<file path="config.mk">
export PLATFORM = sky130hd
export DESIGN_NAME = sprite_drawer_flat
export DESIGN_NICKNAME = d
export VERILOG_FILES = /design/src/rtl/sprite_drawer_pkg.sv /design/src/rtl/sprite_drawer_if.sv /design/src/rtl/pixel_scan_counter.sv /design/src/rtl/sprite_drawer.sv /design/src/flat_wrapper.sv
export SDC_FILE = /design/constraint.sdc
export NUM_CORES = 1
export LEC_CHECK = 0
export CAP_MARGIN = 20
export CORE_ASPECT_RATIO = 1.5
export CORE_MARGIN = 2
export CORE_UTILIZATION = 45
export CTS_BUF_LIST = sky130_fd_sc_hd__clkbuf_4
export DETAILED_ROUTE_END_ITERATION = 12
export PLACE_DENSITY = 0.74
export REMOVE_ABC_BUFFERS = 1
export SLEW_MARGIN = 20
export SYNTH_ARGS = -nofsm -noshare
export SYNTH_HDL_FRONTEND = slang
export SYNTH_HIERARCHICAL = 1
export SYNTH_SLANG_ARGS = --single-unit
</file>
<file path="constraint.sdc">
create_clock -name clock -period 7.5 [get_ports clock]
set_input_delay 1.125 -clock clock [delete_from_list [all_inputs] [get_ports clock]]
set_output_delay 1.125 -clock clock [all_outputs]
set_load 0.02 [all_outputs]
</file>
<file path="src/rtl/sprite_drawer_pkg.sv">
// Shared constants and types for the sprite drawer.
// Screen geometry, colour width, sprite defaults and FSM states.
package sprite_drawer_pkg;

    localparam int SCREEN_W = 320;
    localparam int SCREEN_H = 240;
    localparam int COLOUR_W = 9;

    localparam int SPR_W_DEF = 8;
    localparam int SPR_H_DEF = 8;

    localparam logic [COLOUR_W-1:0] TRANSPARENT_DEF = 9'h1C7;

    typedef enum logic [2:0] {
        S_IDLE,
        S_BG_RUN,
        S_CHAR_RUN,
        S_FLUSH,
        S_DONE,
        S_RELEASE
    } state_e;

    // y*320 + x as shift-add: y*256 + y*64 + x
    function automatic logic [16:0] screen_addr(
        input logic [8:0] y,
        input logic [9:0] x
    );
        logic [16:0] yy;
        yy = {8'd0, y};
        return (yy << 8) + (yy << 6) + {7'd0, x};
    endfunction

endpackage

</file>
<file path="src/rtl/sprite_drawer_if.sv">
// Request, ROM and VGA signals of the sprite drawer.
// master = drawer side, slave = surrounding system.
interface sprite_drawer_if;
    import sprite_drawer_pkg::*;

    logic                drawBG;
    logic                drawChar;
    logic [8:0]          xCoordinate;
    logic [7:0]          yCoordinate;
    logic [16:0]         bgAddr;
    logic [COLOUR_W-1:0] bgData;
    logic [5:0]          charAddr;
    logic [COLOUR_W-1:0] charData;
    logic [8:0]          vgaX;
    logic [7:0]          vgaY;
    logic [COLOUR_W-1:0] vgaColour;
    logic                plot;
    logic                doneBG;
    logic                doneChar;

    modport master (
        input  drawBG, drawChar, xCoordinate, yCoordinate,
        input  bgData, charData,
        output bgAddr, charAddr,
        output vgaX, vgaY, vgaColour, plot,
        output doneBG, doneChar
    );

    modport slave (
        output drawBG, drawChar, xCoordinate, yCoordinate,
        output bgData, charData,
        input  bgAddr, charAddr,
        input  vgaX, vgaY, vgaColour, plot,
        input  doneBG, doneChar
    );

endinterface

</file>
<file path="src/rtl/pixel_scan_counter.sv">
// Column/row raster counter over the sprite box.
// Column is the inner loop; last_o flags the final pixel.
module pixel_scan_counter #(
    parameter int W = 8,
    parameter int H = 8,
    localparam int CW = (W > 1) ? $clog2(W) : 1,
    localparam int RW = (H > 1) ? $clog2(H) : 1
) (
    input  logic          clk_i,
    input  logic          rst_ni,
    input  logic          clr_i,
    input  logic          en_i,
    output logic [CW-1:0] col_o,
    output logic [RW-1:0] row_o,
    output logic          last_o
);

    logic [CW-1:0] col_q, col_d;
    logic [RW-1:0] row_q, row_d;
    logic          col_end, row_end;

    assign col_end = (col_q == CW'(W - 1));
    assign row_end = (row_q == RW'(H - 1));

    // Advance column, wrap into the next row, wrap at the end
    always_comb begin
        col_d = col_q;
        row_d = row_q;
        if (clr_i) begin
            col_d = '0;
            row_d = '0;
        end else if (en_i) begin
            if (col_end) begin
                col_d = '0;
                row_d = row_end ? '0 : row_q + 1'b1;
            end else begin
                col_d = col_q + 1'b1;
            end
        end
    end

    // Counter registers
    always_ff @(posedge clk_i or negedge rst_ni) begin
        if (!rst_ni) begin
            col_q <= '0;
            row_q <= '0;
        end else begin
            col_q <= col_d;
            row_q <= row_d;
        end
    end

    assign col_o  = col_q;
    assign row_o  = row_q;
    assign last_o = col_end && row_end;

endmodule

</file>
<file path="src/rtl/sprite_drawer.sv">
// Sprite drawer: restores background or draws a character
// sprite into the VGA adapter, one pixel per cycle.
module sprite_drawer
    import sprite_drawer_pkg::*;
#(
    parameter int                  SPR_W       = SPR_W_DEF,
    parameter int                  SPR_H       = SPR_H_DEF,
    parameter logic [COLOUR_W-1:0] TRANSPARENT = TRANSPARENT_DEF
) (
    input logic             clock,
    input logic             resetn,
    sprite_drawer_if.master bus
);

    localparam int CW = (SPR_W > 1) ? $clog2(SPR_W) : 1;
    localparam int RW = (SPR_H > 1) ? $clog2(SPR_H) : 1;

    state_e state_q, state_d;

    logic [8:0]          x_q;
    logic [7:0]          y_q;
    logic                bg_q;
    logic [CW-1:0]       col;
    logic [RW-1:0]       row;
    logic                last;
    logic                run;
    logic                accept;
    logic                cnt_clr;
    logic                cnt_en;
    logic                done_bg_d;
    logic                done_ch_d;
    logic [9:0]          sx;
    logic [8:0]          sy;
    logic                on_screen;
    logic [16:0]         bg_addr_d;
    logic [5:0]          char_addr_d;

    logic                v1_q;
    logic                bg1_q;
    logic                on1_q;
    logic [8:0]          px1_q;
    logic [7:0]          py1_q;

    logic                plot_q;
    logic [8:0]          vx_q;
    logic [7:0]          vy_q;
    logic [COLOUR_W-1:0] vc_q;
    logic                done_bg_q;
    logic                done_ch_q;

    assign run    = (state_q == S_BG_RUN) || (state_q == S_CHAR_RUN);
    assign accept = (state_q == S_IDLE) && (bus.drawBG || bus.drawChar);

    // Sums are one bit wider so off-screen pixels never alias
    assign sx        = {1'b0, x_q} + 10'(col);
    assign sy        = {1'b0, y_q} + 9'(row);
    assign on_screen = (sx < 10'(SCREEN_W)) && (sy < 9'(SCREEN_H));

    pixel_scan_counter #(
        .W (SPR_W),
        .H (SPR_H)
    ) u_scan (
        .clk_i  (clock),
        .rst_ni (resetn),
        .clr_i  (cnt_clr),
        .en_i   (cnt_en),
        .col_o  (col),
        .row_o  (row),
        .last_o (last)
    );

    // FSM state register
    always_ff @(posedge clock or negedge resetn) begin
        if (!resetn) state_q <= S_IDLE;
        else         state_q <= state_d;
    end

    // FSM next state; background wins when both requests are up
    always_comb begin
        state_d = state_q;
        unique case (state_q)
            S_IDLE: begin
                if (bus.drawBG)        state_d = S_BG_RUN;
                else if (bus.drawChar) state_d = S_CHAR_RUN;
            end
            S_BG_RUN, S_CHAR_RUN: begin
                if (last) state_d = S_FLUSH;
            end
            S_FLUSH: state_d = S_DONE;
            S_DONE:  state_d = S_RELEASE;
            S_RELEASE: begin
                if (bg_q ? !bus.drawBG : !bus.drawChar)
                    state_d = S_IDLE;
            end
            default: state_d = S_IDLE;
        endcase
    end

    // FSM outputs: counter control, ROM addresses, done requests
    always_comb begin
        cnt_clr     = (state_q == S_IDLE);
        cnt_en      = run;
        bg_addr_d   = '0;
        char_addr_d = '0;
        if (state_q == S_BG_RUN)
            bg_addr_d = screen_addr(sy, sx);
        if (state_q == S_CHAR_RUN)
            char_addr_d = 6'(int'(row) * SPR_W + int'(col));
        done_bg_d = (state_q == S_DONE) && bg_q;
        done_ch_d = (state_q == S_DONE) && !bg_q;
    end

    // Job latch, one-cycle ROM-aligned delay, registered pixel out
    always_ff @(posedge clock or negedge resetn) begin
        if (!resetn) begin
            x_q       <= '0;
            y_q       <= '0;
            bg_q      <= 1'b0;
            v1_q      <= 1'b0;
            bg1_q     <= 1'b0;
            on1_q     <= 1'b0;
            px1_q     <= '0;
            py1_q     <= '0;
            plot_q    <= 1'b0;
            vx_q      <= '0;
            vy_q      <= '0;
            vc_q      <= '0;
            done_bg_q <= 1'b0;
            done_ch_q <= 1'b0;
        end else begin
            if (accept) begin
                x_q  <= bus.xCoordinate;
                y_q  <= bus.yCoordinate;
                bg_q <= bus.drawBG;
            end
            v1_q      <= run;
            bg1_q     <= (state_q == S_BG_RUN);
            on1_q     <= on_screen;
            px1_q     <= sx[8:0];
            py1_q     <= sy[7:0];
            plot_q    <= v1_q && on1_q &&
                         (bg1_q || (bus.charData != TRANSPARENT));
            vx_q      <= px1_q;
            vy_q      <= py1_q;
            vc_q      <= bg1_q ? bus.bgData : bus.charData;
            done_bg_q <= done_bg_d;
            done_ch_q <= done_ch_d;
        end
    end

    assign bus.bgAddr    = bg_addr_d;
    assign bus.charAddr  = char_addr_d;
    assign bus.plot      = plot_q;
    assign bus.vgaX      = vx_q;
    assign bus.vgaY      = vy_q;
    assign bus.vgaColour = vc_q;
    assign bus.doneBG    = done_bg_q;
    assign bus.doneChar  = done_ch_q;

endmodule

</file>
<file path="src/flat_wrapper.sv">
// flat-port wrapper written by rule: the top's interface ports become plain ports
module sprite_drawer_flat import sprite_drawer_pkg::*;
#(
    parameter int                  SPR_W       = SPR_W_DEF,
    parameter int                  SPR_H       = SPR_H_DEF,
    parameter logic [COLOUR_W-1:0] TRANSPARENT = TRANSPARENT_DEF
)
  (clock, resetn, bus_drawBG, bus_drawChar, bus_xCoordinate, bus_yCoordinate, bus_bgData, bus_charData, bus_bgAddr, bus_charAddr, bus_vgaX, bus_vgaY, bus_vgaColour, bus_plot, bus_doneBG, bus_doneChar);
  sprite_drawer_if bus_i ();
  input logic clock;
  input logic resetn;
  input wire logic [$bits(bus_i.drawBG)-1:0] bus_drawBG;
  input wire logic [$bits(bus_i.drawChar)-1:0] bus_drawChar;
  input wire logic [$bits(bus_i.xCoordinate)-1:0] bus_xCoordinate;
  input wire logic [$bits(bus_i.yCoordinate)-1:0] bus_yCoordinate;
  input wire logic [$bits(bus_i.bgData)-1:0] bus_bgData;
  input wire logic [$bits(bus_i.charData)-1:0] bus_charData;
  output wire logic [$bits(bus_i.bgAddr)-1:0] bus_bgAddr;
  output wire logic [$bits(bus_i.charAddr)-1:0] bus_charAddr;
  output wire logic [$bits(bus_i.vgaX)-1:0] bus_vgaX;
  output wire logic [$bits(bus_i.vgaY)-1:0] bus_vgaY;
  output wire logic [$bits(bus_i.vgaColour)-1:0] bus_vgaColour;
  output wire logic [$bits(bus_i.plot)-1:0] bus_plot;
  output wire logic [$bits(bus_i.doneBG)-1:0] bus_doneBG;
  output wire logic [$bits(bus_i.doneChar)-1:0] bus_doneChar;
  assign bus_i.drawBG = bus_drawBG;
  assign bus_i.drawChar = bus_drawChar;
  assign bus_i.xCoordinate = bus_xCoordinate;
  assign bus_i.yCoordinate = bus_yCoordinate;
  assign bus_i.bgData = bus_bgData;
  assign bus_i.charData = bus_charData;
  assign bus_bgAddr = bus_i.bgAddr;
  assign bus_charAddr = bus_i.charAddr;
  assign bus_vgaX = bus_i.vgaX;
  assign bus_vgaY = bus_i.vgaY;
  assign bus_vgaColour = bus_i.vgaColour;
  assign bus_plot = bus_i.plot;
  assign bus_doneBG = bus_i.doneBG;
  assign bus_doneChar = bus_i.doneChar;
  sprite_drawer #(.SPR_W(SPR_W), .SPR_H(SPR_H), .TRANSPARENT(TRANSPARENT)) u_core (.clock(clock), .resetn(resetn), .bus(bus_i));
endmodule
</file>
Figure 1. Wiring by layer (run 1).
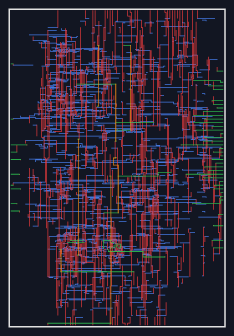
- green: met3 (wire length 379 um)
- orange: met4 (wire length 203 um)
- blue: met1 (wire length 3,100 um)
- red: met2 (wire length 4,250 um)

Figure 2. Clock network drawn from the DEF (run 1).
The bar under the picture is 20 um long.
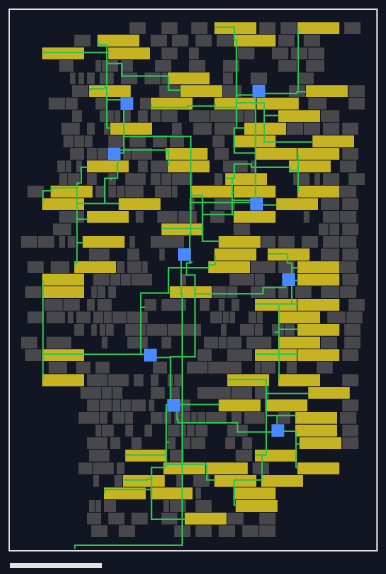
- yellow: flip-flops (count 76)
- blue: cells driving clock nets (count 9)
- green: clock wires (length 916 um)
- routed clock nets: 10

==> results.py, run 1 <==
# Metrics from the implementation run
metrics = {
    "outcome": {
        "status": "completed",
    },
    "power": {
        "p_leak_nw": 2.13,
        "powerDensity_nw_per_um2": 462,
        "peakVddDrop_mv": 0.215,
        "combPwrFrac_pct": 58.0,
        "netSwitchingPower_mw": 0.955,
        "clkPwrFrac_pct": 9.3,
        "p_total_mw": 2.24,
        "p_int_mw": 1.29,
        "p_sw_share_pct": 42.6,
    },
    "worst_setup_path": {
        "start_kind": "register",
        "r2r-start": "u_core/state_q[1]$_DFFE_PN0P_",
        "cp_num_cells": 14,
        "slowest_delay_ps": 610,
        "r2r_end": "u_core/x_q[0]$_DFFE_PN0P_",
        "critPathCapture": "bus_bgAddr[15]",
        "worstSetupPathType": "register to output port",
        "crit_family": "adder cells",
        "worst-path-buf-inv": 1,
        "ff2ff_setup_slack_ps": 4850,
        "required_ps": 6380,
        "crit_chain": "ha_1 -> fa_1 -> a21oi_1 -> nor2_2 -> nand3_1 -> xnor2_1 -> fa_1 -> fa_1 -> a21oi_1 -> o211ai_1 -> o31ai_1 -> xnor2_1 -> nor2_1 -> clkdlybuf4s50_1",
    },
    "synth": {
        "synthAoiAreaFrac_pct": 8.26,
        "synth_flops": 76,
        "ys_sh_simple_pct": 14.0,
        "top_cell": "dfrtp_1",
        "ys_warn_count": 6,
        "xor_area_share_pct": 4.36,
        "synth_top_area_share_pct": 49.8,
        "top_logic_kind": "simple AND/OR/NAND/NOR gates",
        "yosysSeqAreaShare_pct": 49.8,
        "largest_area_cell": "dfrtp_1",
        "adder_share_pct": 11.1,
        "synth.avg_cell_area_um2": 12.0,
        "synth-cells-yosys": 317,
        "ys_top_cells_by_area": "dfrtp_1, ha_1, mux2_2",
        "ys_area_um2": 3820,
    },
    "run": {
        "drv_cap": 0,
    },
    "floorplan": {
        "dieArea_um2": 9250,
        "die_h_um": 117,
        "core_util_floorplan_pct": 45.9,
        "chipWidth_um": 79.2,
        "coreArea_um2": 8310,
    },
    "cts": {
        "cts.htree.levels": 3,
        "cts_buffer_depth": 2,
        "cts-root-buf": "clkbuf_4",
        "clk_pin_slew_worst_paths_ps": 130,
        "cts_tree": "built",
        "ctsHoldBuffers": 0,
    },
    "final_timing": {
        "max_freq_mhz": 172,
        "whs_ps": 353,
        "setup_tns_ps": 0,
        "timing.slew.headroom_pct": 35.1,
        "setup_viol": 0,
        "fin_skew_ps": 17.9,
        "rsz0062_at_grt": "false",
        "finalCriticalPeriod_ps": 5820,
        "period_used_pct": 77.7,
    },
    "placed_design": {
        "gp_congestion": 0.831,
        "dp_cells": 501,
        "dpl_worst_slack_ps": 2100,
        "post_dp_cell_area_um2": 4750,
        "numPortBuffers": 90,
    },
    "detailed_routing": {
        "drt_iter0_markers": 114,
        "drc": 0,
        "vias": 2721,
        "wl_met2_um": 4250,
        "first_pass_iters": 4,
    },
    "global_route": {
        "grt_usage_pct": 18.1,
        "grt_remaining_overflow": 0,
        "grtUsageMet3_pct": 4.60,
        "grt_max_degree": 77,
        "grt.met2_usage_pct": 31.4,
        "grt_pass1_wl_um": 12800,
        "antenna_found_initial": 1,
    },
    "worst_hold_path": {
        "min_path_type": "register to register",
        "whs_endpoint": "u_core/bus.vgaX[5]$_DFF_PN0_",
    },
    "cells_and_area": {
        "nets": 475,
        "drive_above_1_share_pct": 13.2,
        "fin_area_um2": 4860,
        "fillers": 737,
        "most-common-layout-cells": "clkdlybuf4s50_1, dfrtp_1, ha_1, mux2_2, nor2_1",
    },
}
Figure 3. Nets reached from selected ports (run 1).
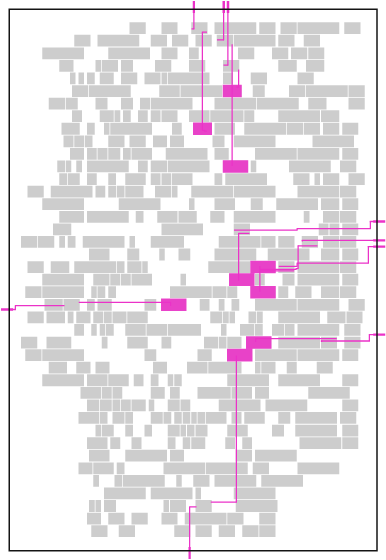
- magenta: bus_xCoordinate (bits 9; direction input; edge 4 right, 3 top, 1 bottom, 1 left; end cells 9; wire 304 um)

Figure 4. Clock routing (run 1).
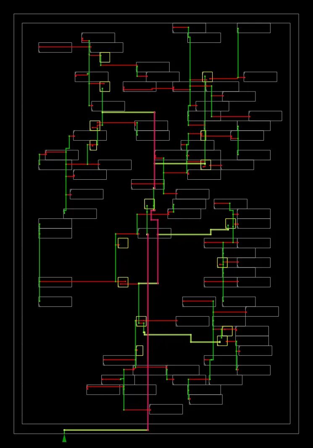
Clock buffer cells: 11
clk pwr: 0.209 mW
clk_lat worst skew: 420 ps
clk sinks: 76
CTS Buf Count: 9

run 1: final cells by class:
| type | count | area [um2] | share of cell area (%) |
|---|---|---|---|
| multi-input cells | 220 | 1780 | 36.7 |
| clock buffers | 11 | 82.6 | 1.70 |
| diodes | 1 | 2.50 | 0.0515 |
| flip-flops and latches | 76 | 1900 | 39.1 |
| repair buffers | 90 | 898 | 18.5 |
| well taps | 107 | 134 | 2.75 |
| inverters | 8 | 30.0 | 0.618 |
| clock inverters | 5 | 28.8 | 0.592 |
run 1: power groups by stage:
stage	clock network (mW)	registers (mW)	logic (mW)
after detailed placement	0	0.744	1.30
after CTS	0.221	0.734	1.31
after floorplan	0	0.796	0.789
after global placement	0	0.736	1.28
final	0.209	0.733	1.30
after global routing	0.240	0.759	1.42
Figure 5. Selected gate families (run 1).
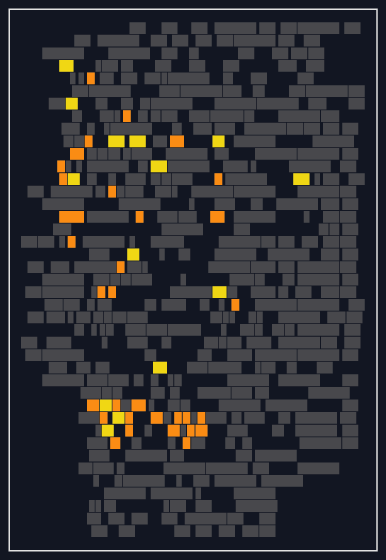

## Run 2: what changed since run 1
==> constraint.sdc (replaced) <==
create_clock -name clock -period 5.66 [get_ports clock]
set_input_delay 0.849 -clock clock [delete_from_list [all_inputs] [get_ports clock]]
set_output_delay 0.849 -clock clock [all_outputs]
set_load 0.02 [all_outputs]
Figure 6. Selected gate families (run 2).
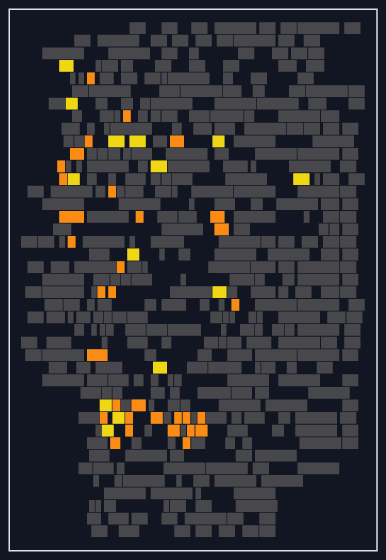
- orange: inverting AOI/OAI gates (cells 32; most used a21oi_1)
- yellow: AND-OR and OR-AND gates (cells 14; most used a21o_1)

Figure 7. Wiring by layer (run 2).
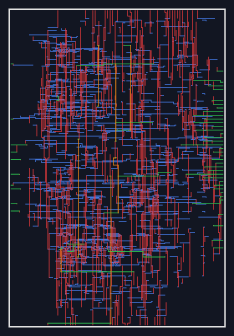
- orange: met4 (wire length 212 um)
- blue: met1 (wire length 3,100 um)
- red: met2 (wire length 4,260 um)
- green: met3 (wire length 383 um)

==> run 2 against run 1 <==
  * Die area unchanged
  * Area after synthesis did not move
  * Synthesized cell count did not move
  * Global-route usage did not move
  * Non-clock buffer count did not move
  * Critical path type unchanged
  * Largest cell class unchanged
  * Combinational power up 34%
  * Cell count unchanged
  * Clock skew is essentially flat
  * Sequential power is 33% higher
  * Final area rose by 0.44%
==> results.py, run 2 <==
# Metrics from the implementation run
metrics = {
    "outcome": {
        "status": "completed",
    },
    "detailed_routing": {
        "drt_iter0_markers": 95,
        "met1_length_um": 3100,
        "drc": 0,
        "wl_met2_um": 4260,
        "vias": 2713,
        "first_pass_iters": 4,
        "routed.top_layer": "met4",
    },
    "floorplan": {
        "rows": 41,
        "boundaryPins": 91,
        "tap_cells": 107,
        "dieArea_um2": 9250,
        "die_h_um": 117,
        "chipWidth_um": 79.2,
        "core_util_floorplan_pct": 45.9,
        "coreArea_um2": 8310,
    },
    "synth": {
        "synth.avg_cell_area_um2": 12.0,
        "xor_area_share_pct": 4.36,
        "async_reset_ff_share_pct": 100,
        "ff_type": "dfrtp_1",
        "ys_sh_simple_pct": 14.0,
        "synthAoiAreaFrac_pct": 8.26,
        "largest_area_cell": "dfrtp_1",
        "yosysSeqAreaShare_pct": 49.8,
        "ys_warn_count": 6,
        "ys_area_um2": 3820,
        "synth-cells-yosys": 317,
        "synth_flops": 76,
        "ys_top_cells_by_area": "dfrtp_1, ha_1, mux2_2",
        "adder_share_pct": 11.1,
        "netlist_area_um2": 3820,
        "syn_inst": 317,
        "top_cell": "dfrtp_1",
        "top_logic_kind": "simple AND/OR/NAND/NOR gates",
        "synth_top_area_share_pct": 49.8,
    },
    "final_timing": {
        "timing.slew.headroom_pct": 35.2,
        "period_used_pct": 93.3,
        "setup_viol": 0,
        "slew_viol_final": 0,
        "fin_skew_ps": 17.7,
        "max_freq_mhz": 189,
        "rsz0062_at_grt": "false",
        "layout_setup_ws_ps": 381,
        "finalCriticalPeriod_ps": 5280,
        "worstMarginPinSlew_ps": 972,
        "setup_tns_ps": 0,
        "whs_ps": 353,
    },
    "global_route": {
        "grtUsageMet3_pct": 4.60,
        "grt_max_degree": 77,
        "antenna_found_initial": 1,
        "busiest_layer": "met2",
        "grt_pass1_wl_um": 12800,
        "grt_remaining_overflow": 0,
        "grt_usage_pct": 18.1,
        "grt.met2_usage_pct": 31.4,
    },
    "worst_setup_path": {
        "worstSetupPathType": "register to output port",
        "worst-path-buf-inv": 1,
        "critPathSlowestCell": "clkdlybuf4s50_1",
        "ff2ff_setup_slack_ps": 3010,
        "r2r_end": "u_core/x_q[0]$_DFFE_PN0P_",
        "start_kind": "register",
        "cp_max_fo": 5,
        "worstRegToRegCells": 3,
        "required_ps": 4810,
        "crit_family": "adder cells",
        "crit_chain": "ha_1 -> fa_1 -> a21oi_2 -> nor2_2 -> nand3_1 -> xnor2_1 -> fa_1 -> ha_1 -> a21oi_1 -> nor2_1 -> nor4_1 -> o21ai_0 -> a21oi_1 -> clkdlybuf4s50_1",
        "slowest_delay_ps": 630,
        "r2r-start": "u_core/state_q[1]$_DFFE_PN0P_",
    },
    "power": {
        "p_leak_nw": 2.16,
        "peakVddDrop_mv": 0.282,
        "p_int_mw": 1.71,
        "seq-power_mw": 0.972,
        "powerDensity_nw_per_um2": 613,
        "p_total_mw": 2.99,
        "netSwitchingPower_mw": 1.28,
        "combPwrFrac_pct": 58.2,
        "power.group.top": "combinational cells",
        "clkPwrFrac_pct": 9.3,
        "pwr.group.combinational_mw": 1.74,
        "p_sw_share_pct": 42.7,
        "p_clk_mw": 0.278,
    },
    "placed_design": {
        "dp_cells": 501,
        "dpl_worst_slack_ps": 536,
        "post_dp_cell_area_um2": 4750,
        "gp_congestion": 0.831,
        "numPortBuffers": 90,
    },
    "run": {
        "drv_cap": 0,
    },
    "cells_and_area": {
        "areaGrowthSynthToFinish_pct": 27.9,
        "final_common_cell": "clkdlybuf4s50_1",
        "comb_area_um2": 1800,
        "diodes": 1,
        "buffers": 90,
        "sh_comb_area_pct": 36.9,
        "nets": 475,
        "nClkBuffers": 11,
        "seq-cell-share_pct": 39.0,
        "num-nonclk-inverters": 8,
        "clkCellAreaFrac_pct": 2.28,
        "utilization_pct": 58.7,
        "fillers": 734,
        "comb.multi_input.count": 220,
        "ff_latch_area_um2": 1900,
        "largest_class": "flip-flops and latches",
        "finalNonFillerCells": 518,
        "most-common-layout-cells": "clkdlybuf4s50_1, dfrtp_1, ha_1, mux2_2, nor2_1",
        "fin_area_um2": 4880,
        "flops": 76,
        "buf_share_pct": 18.5,
        "drive_above_1_share_pct": 13.9,
    },
    "cts": {
        "ctsHoldBuffers": 0,
        "cts_tree": "built",
        "insertion_delay_ps": 420,
        "cts-root-buf": "clkbuf_4",
        "cts_buffer_depth": 2,
        "cts.htree.levels": 3,
        "numCtsBuffers": 9,
        "clk_pin_slew_worst_paths_ps": 130,
        "cts_sinks": 76,
        "cts-resized-gates": 0,
    },
    "worst_hold_path": {
        "min_path_type": "register to register",
        "whs_endpoint": "u_core/bus.vgaX[5]$_DFF_PN0_",
        "worstHoldPathCells": 0,
    },
}
Figure 8. Clock network drawn from the DEF (run 2).
The bar under the picture is 20 um long.
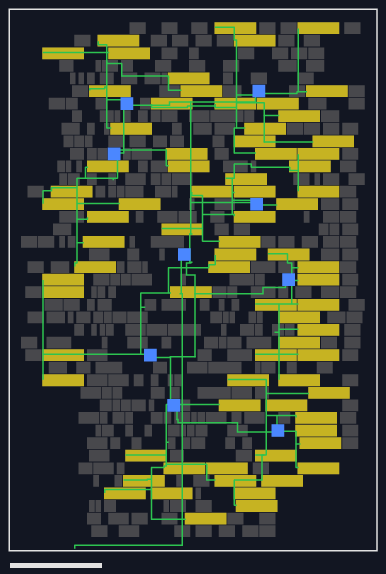
- blue: cells driving clock nets (count 9)
- yellow: flip-flops (count 76)
- green: clock wires (length 914 um)
- routed clock nets: 10

==> run 2: worst max-delay path by stage <==
stage / start / end / slack, ps / cells past startpoint
after floorplan: u_core/u_scan/col_o[0]$_DFFE_PN0P_ / bus_bgAddr[16] / 1330 / 13
after global placement: u_core/u_scan/col_o[0]$_DFFE_PN0P_ / bus_bgAddr[15] / 700 / 14
after detailed placement: u_core/u_scan/col_o[0]$_DFFE_PN0P_ / bus_bgAddr[15] / 540 / 14
after CTS: u_core/u_scan/col_o[0]$_DFFE_PN0P_ / bus_bgAddr[15] / 20 / 14
after global routing: u_core/u_scan/row_o[1]$_DFFE_PN0P_ / bus_bgAddr[14] / 9 / 14
final: u_core/u_scan/col_o[0]$_DFFE_PN0P_ / bus_bgAddr[14] / 380 / 14
Power figures rest on the tool's default switching activity, not on a simulated workload.
